<file path="src/rtl/vga_timing_gen.sv">
// Parametrised VGA raster timing generator with a one-cycle registered pixel/sync path.
// Optional built-in test patterns are enabled by defining VGA_TEST_PATTERN_EN.
module vga_timing_gen #(
    parameter int unsigned H_ACTIVE = 640,
    parameter int unsigned H_FP     = 16,
    parameter int unsigned H_SYNC   = 96,
    parameter int unsigned H_BP     = 48,
    parameter int unsigned V_ACTIVE = 480,
    parameter int unsigned V_FP     = 10,
    parameter int unsigned V_SYNC   = 2,
    parameter int unsigned V_BP     = 33,
    parameter int unsigned HS_POL   = 0,
    parameter int unsigned VS_POL   = 0,
    parameter int unsigned CW       = 4,
    parameter int unsigned CNT_W    = 10
) (
    input  logic                clk,
    input  logic                nrst,
    input  logic                en,
`ifdef VGA_TEST_PATTERN_EN
    input  logic [1:0]          pattern_sel,
`endif
    input  logic [3*CW-1:0]     rgb_in,
    output logic [CNT_W-1:0]    x_pos,
    output logic [CNT_W-1:0]    y_pos,
    output logic                hsync,
    output logic                vsync,
    output logic                de,
    output logic [3*CW-1:0]     rgb_out,
    output logic                line_tick,
    output logic                frame_tick
);

    localparam int unsigned H_TOTAL = H_ACTIVE + H_FP + H_SYNC + H_BP;
    localparam int unsigned V_TOTAL = V_ACTIVE + V_FP + V_SYNC + V_BP;

    localparam logic [CNT_W-1:0] H_ACT_C  = CNT_W'(H_ACTIVE);
    localparam logic [CNT_W-1:0] H_SS_C   = CNT_W'(H_ACTIVE + H_FP);
    localparam logic [CNT_W-1:0] H_SE_C   = CNT_W'(H_ACTIVE + H_FP + H_SYNC);
    localparam logic [CNT_W-1:0] H_LAST_C = CNT_W'(H_TOTAL - 1);
    localparam logic [CNT_W-1:0] V_ACT_C  = CNT_W'(V_ACTIVE);
    localparam logic [CNT_W-1:0] V_SS_C   = CNT_W'(V_ACTIVE + V_FP);
    localparam logic [CNT_W-1:0] V_SE_C   = CNT_W'(V_ACTIVE + V_FP + V_SYNC);
    localparam logic [CNT_W-1:0] V_LAST_C = CNT_W'(V_TOTAL - 1);
    localparam logic             HS_ACT   = 1'(HS_POL);
    localparam logic             VS_ACT   = 1'(VS_POL);

    logic [CNT_W-1:0] x_q, x_d, y_q, y_d;
    logic             de_q, de_d, hs_q, hs_d, vs_q, vs_d;
    logic [3*CW-1:0]  rgb_q, rgb_d;
    logic             lt_q, lt_d, ft_q, ft_d;
    logic             act, hs_win, vs_win;
    logic [3*CW-1:0]  pix;

    assign act    = (x_q < H_ACT_C) && (y_q < V_ACT_C);
    assign hs_win = (x_q >= H_SS_C) && (x_q < H_SE_C);
    assign vs_win = (y_q >= V_SS_C) && (y_q < V_SE_C);

`ifdef VGA_TEST_PATTERN_EN
    localparam logic [CNT_W-1:0] BAR_W_C = CNT_W'(H_ACTIVE / 8);

    logic [CNT_W-1:0] bar_idx;
    logic [2:0]       bar;

    // Stage-0 pixel source: external colour or one of the built-in patterns.
    always_comb begin
        bar_idx = x_q / BAR_W_C;
        bar     = bar_idx[2:0];
        pix     = rgb_in;
        case (pattern_sel)
            2'd1:    pix = {{CW{bar[2]}}, {CW{bar[1]}}, {CW{bar[0]}}};
            2'd2:    pix = (x_q[5] ^ y_q[5]) ? {(3*CW){1'b1}} : '0;
            2'd3:    pix = {(3*CW){1'b1}};
            default: pix = rgb_in;
        endcase
    end
`else
    assign pix = rgb_in;
`endif

    // Raster counters and stage-1 next state; everything holds while en is low.
    always_comb begin
        x_d   = x_q;
        y_d   = y_q;
        de_d  = de_q;
        hs_d  = hs_q;
        vs_d  = vs_q;
        rgb_d = rgb_q;
        lt_d  = 1'b0;
        ft_d  = 1'b0;
        if (en) begin
            if (x_q == H_LAST_C) begin
                x_d = '0;
                y_d = (y_q == V_LAST_C) ? '0 : y_q + CNT_W'(1);
            end else begin
                x_d = x_q + CNT_W'(1);
            end
            de_d  = act;
            hs_d  = hs_win ? HS_ACT : ~HS_ACT;
            vs_d  = vs_win ? VS_ACT : ~VS_ACT;
            rgb_d = act ? pix : '0;
            lt_d  = (x_q == '0);
            ft_d  = (x_q == '0) && (y_q == V_ACT_C);
        end
    end

    always_ff @(posedge clk) begin
        if (!nrst) begin
            x_q   <= '0;
            y_q   <= '0;
            de_q  <= 1'b0;
            hs_q  <= ~HS_ACT;
            vs_q  <= ~VS_ACT;
            rgb_q <= '0;
            lt_q  <= 1'b0;
            ft_q  <= 1'b0;
        end else begin
            x_q   <= x_d;
            y_q   <= y_d;
            de_q  <= de_d;
            hs_q  <= hs_d;
            vs_q  <= vs_d;
            rgb_q <= rgb_d;
            lt_q  <= lt_d;
            ft_q  <= ft_d;
        end
    end

    assign x_pos      = x_q;
    assign y_pos      = y_q;
    assign hsync      = hs_q;
    assign vsync      = vs_q;
    assign de         = de_q;
    assign rgb_out    = rgb_q;
    assign line_tick  = lt_q;
    assign frame_tick = ft_q;

endmodule
</file>
<file path="config.mk">
export PLATFORM = sky130hd
export DESIGN_NAME = vga_timing_gen
export DESIGN_NICKNAME = d
export VERILOG_FILES = /design/src/rtl/vga_timing_gen.sv
export SDC_FILE = /design/constraint.sdc
export NUM_CORES = 1
export LEC_CHECK = 0
export CELL_PAD_IN_SITES_DETAIL_PLACEMENT = 1
export CELL_PAD_IN_SITES_GLOBAL_PLACEMENT = 2
export CORE_ASPECT_RATIO = 1.5
export CORE_UTILIZATION = 26
export DETAILED_ROUTE_END_ITERATION = 10
export PLACE_DENSITY_LB_ADDON = 0.1
export SLEW_MARGIN = 20
export SYNTH_ARGS = -nofsm -noshare
export SYNTH_HDL_FRONTEND = slang
export SYNTH_SLANG_ARGS = --single-unit
</file>
<file path="constraint.sdc">
create_clock -name clk -period 2.5 [get_ports clk]
set_clock_uncertainty 0.1 [all_clocks]
set_input_delay 0.25 -clock clk [delete_from_list [all_inputs] [get_ports clk]]
set_output_delay 0.25 -clock clk [all_outputs]
set_load 0.02 [all_outputs]
</file>
Cell density map:
Drawn at 4 px/um. 7 x 10 tiles, from dark blue (low) to red (high), 0 to 100% covered.
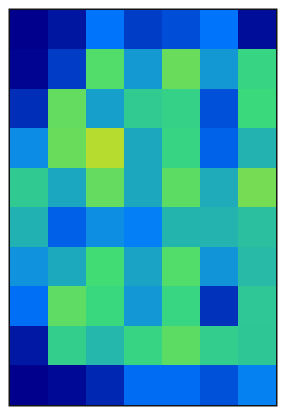
emptiest ninth of the die	upper left
mean over tiles	34%
fullest tile	66%
nearly empty tiles	5.7%

Clock distribution:
Drawn at 4 px/um.
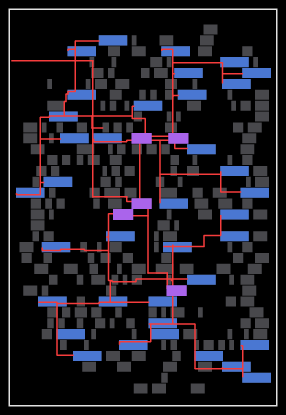
[blue] flip-flops | count: 37
[red] clock wires | length: 565 um
[purple] clock-net drivers | count: 5
flops lie	spread over the die

Congestion heat map:
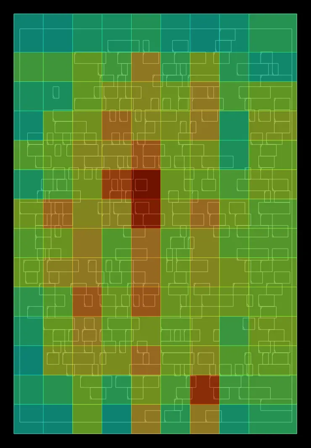
GR peak layer: met2
wire per inst: 16.1 um

Nets reached from selected ports:
Drawn at 3 px/um.
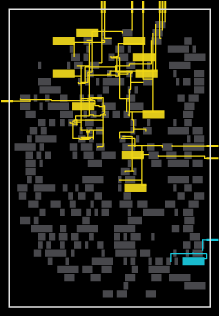
colour	port	direction	end cells	buffers	wire
cyan	de	output	1	1	22.8 um
yellow	x_pos	output	10	10	631 um

==> impl_metrics.json <==
{
  "yosys-top-cells-count": "37 x dfxtp_1, 25 x nor2_1, 10 x a22oi_1, 10 x nand2_1, 9 x nand3_1",
  "ys_area_sq_um": 1620,
  "pg_seq_w": 0.000626,
  "cts_made_buffers": 5,
  "power.share.combinational_pct": 12.5,
  "tool_warnings": 28,
  "start_kind": "flip-flop",
  "cts_setup_buffers": 0,
  "cp-end-kind": "flip-flop",
  "ant_nets": 0,
  "max_stage_delay_ns": 0.63,
  "clk-power_w": 0.000413,
  "synth.area.top_cells": "dfxtp_1 46%, nor2_1 5.8%, a22oi_1 4.6%",
  "crit_start": "x_pos[0]",
  "fin_crit_sh_pct": 91.1,
  "ff_type": "dfxtp_1",
  "status": "finished clean",
  "num_vias": 1568,
  "drt-initial-drc-count": 31,
  "power_leader": "sequential cells",
  "grt_pass1_vias": 1630,
  "die-area_sq_um": 6560,
  "drcViolationCount": 0
}
-- stage by stage --
step | cells | hold WS (ns)
CTS | 312 | 0.400
global route | 312 | 0.424
global placement | 304 | 0.375
floorplan | 184 | 0.289
detailed placement | 304 | 0.379
finish | 312 | 0.399
-- sequential cells by signal, summed over array words and instances (netlist names) --
name / flops
x_pos: 10
hsync: 1
frame_tick: 1
y_pos: 10
vsync: 1
de: 1
rgb_out: 12
line_tick: 1
-- kinds of logic (layout without fill, tap and decap cells) --
logic type      after synthesis  after routing  synth area share [%]
xor+xnor                      9              9                  4.86
simple gates                 82             82                  27.5
flops                        37             37                  45.7
mux                           1              1                 0.617
fa+ha+maj                     4              4                  3.09
buf+inv                      17             73                  4.48
compound gates               34             34                  13.7
-- path summary, 6_finish.rpt --
kind              end  slack, ns
max          y_pos[5]       0.22
min             vsync       0.40
max reg2reg  y_pos[5]       0.22
min reg2reg     vsync       0.40
-- layout by cell type (no fill, tap or decap), drive strengths merged, types with 5 or more instances in the layout --
master | synthesis | routed
a21oi | 8 | 8
or3 | 5 | 5
clkdlybuf4s50 | 0 | 51
nand3 | 9 | 9
dfxtp | 37 | 37
nand2 | 11 | 11
o21ai | 6 | 6
xor2 | 5 | 5
or4 | 9 | 9
nor2 | 25 | 25
buf | 4 | 6
clkbuf | 5 | 6
nand4 | 6 | 6
inv | 7 | 7
a22oi | 10 | 10
-- cell type report --
class	count	area, sq um
timing repair buffer	57	556
inverter	8	30.0
tap	72	90.1
clock inverter	2	10.0
sequential	37	741
multi-input combinational	130	808
fill	702	3610
clock buffer	6	72.6
-- worst max-delay path: cells and delay by family, from the launching register on --
family | cells | cell delay [ns]
AND-OR/OR-AND | 1 | 0.15
adder cells (fa/ha/maj) | 1 | 0.22
flip-flops | 1 | 0.42
AND/OR/NAND/NOR | 3 | 1.31
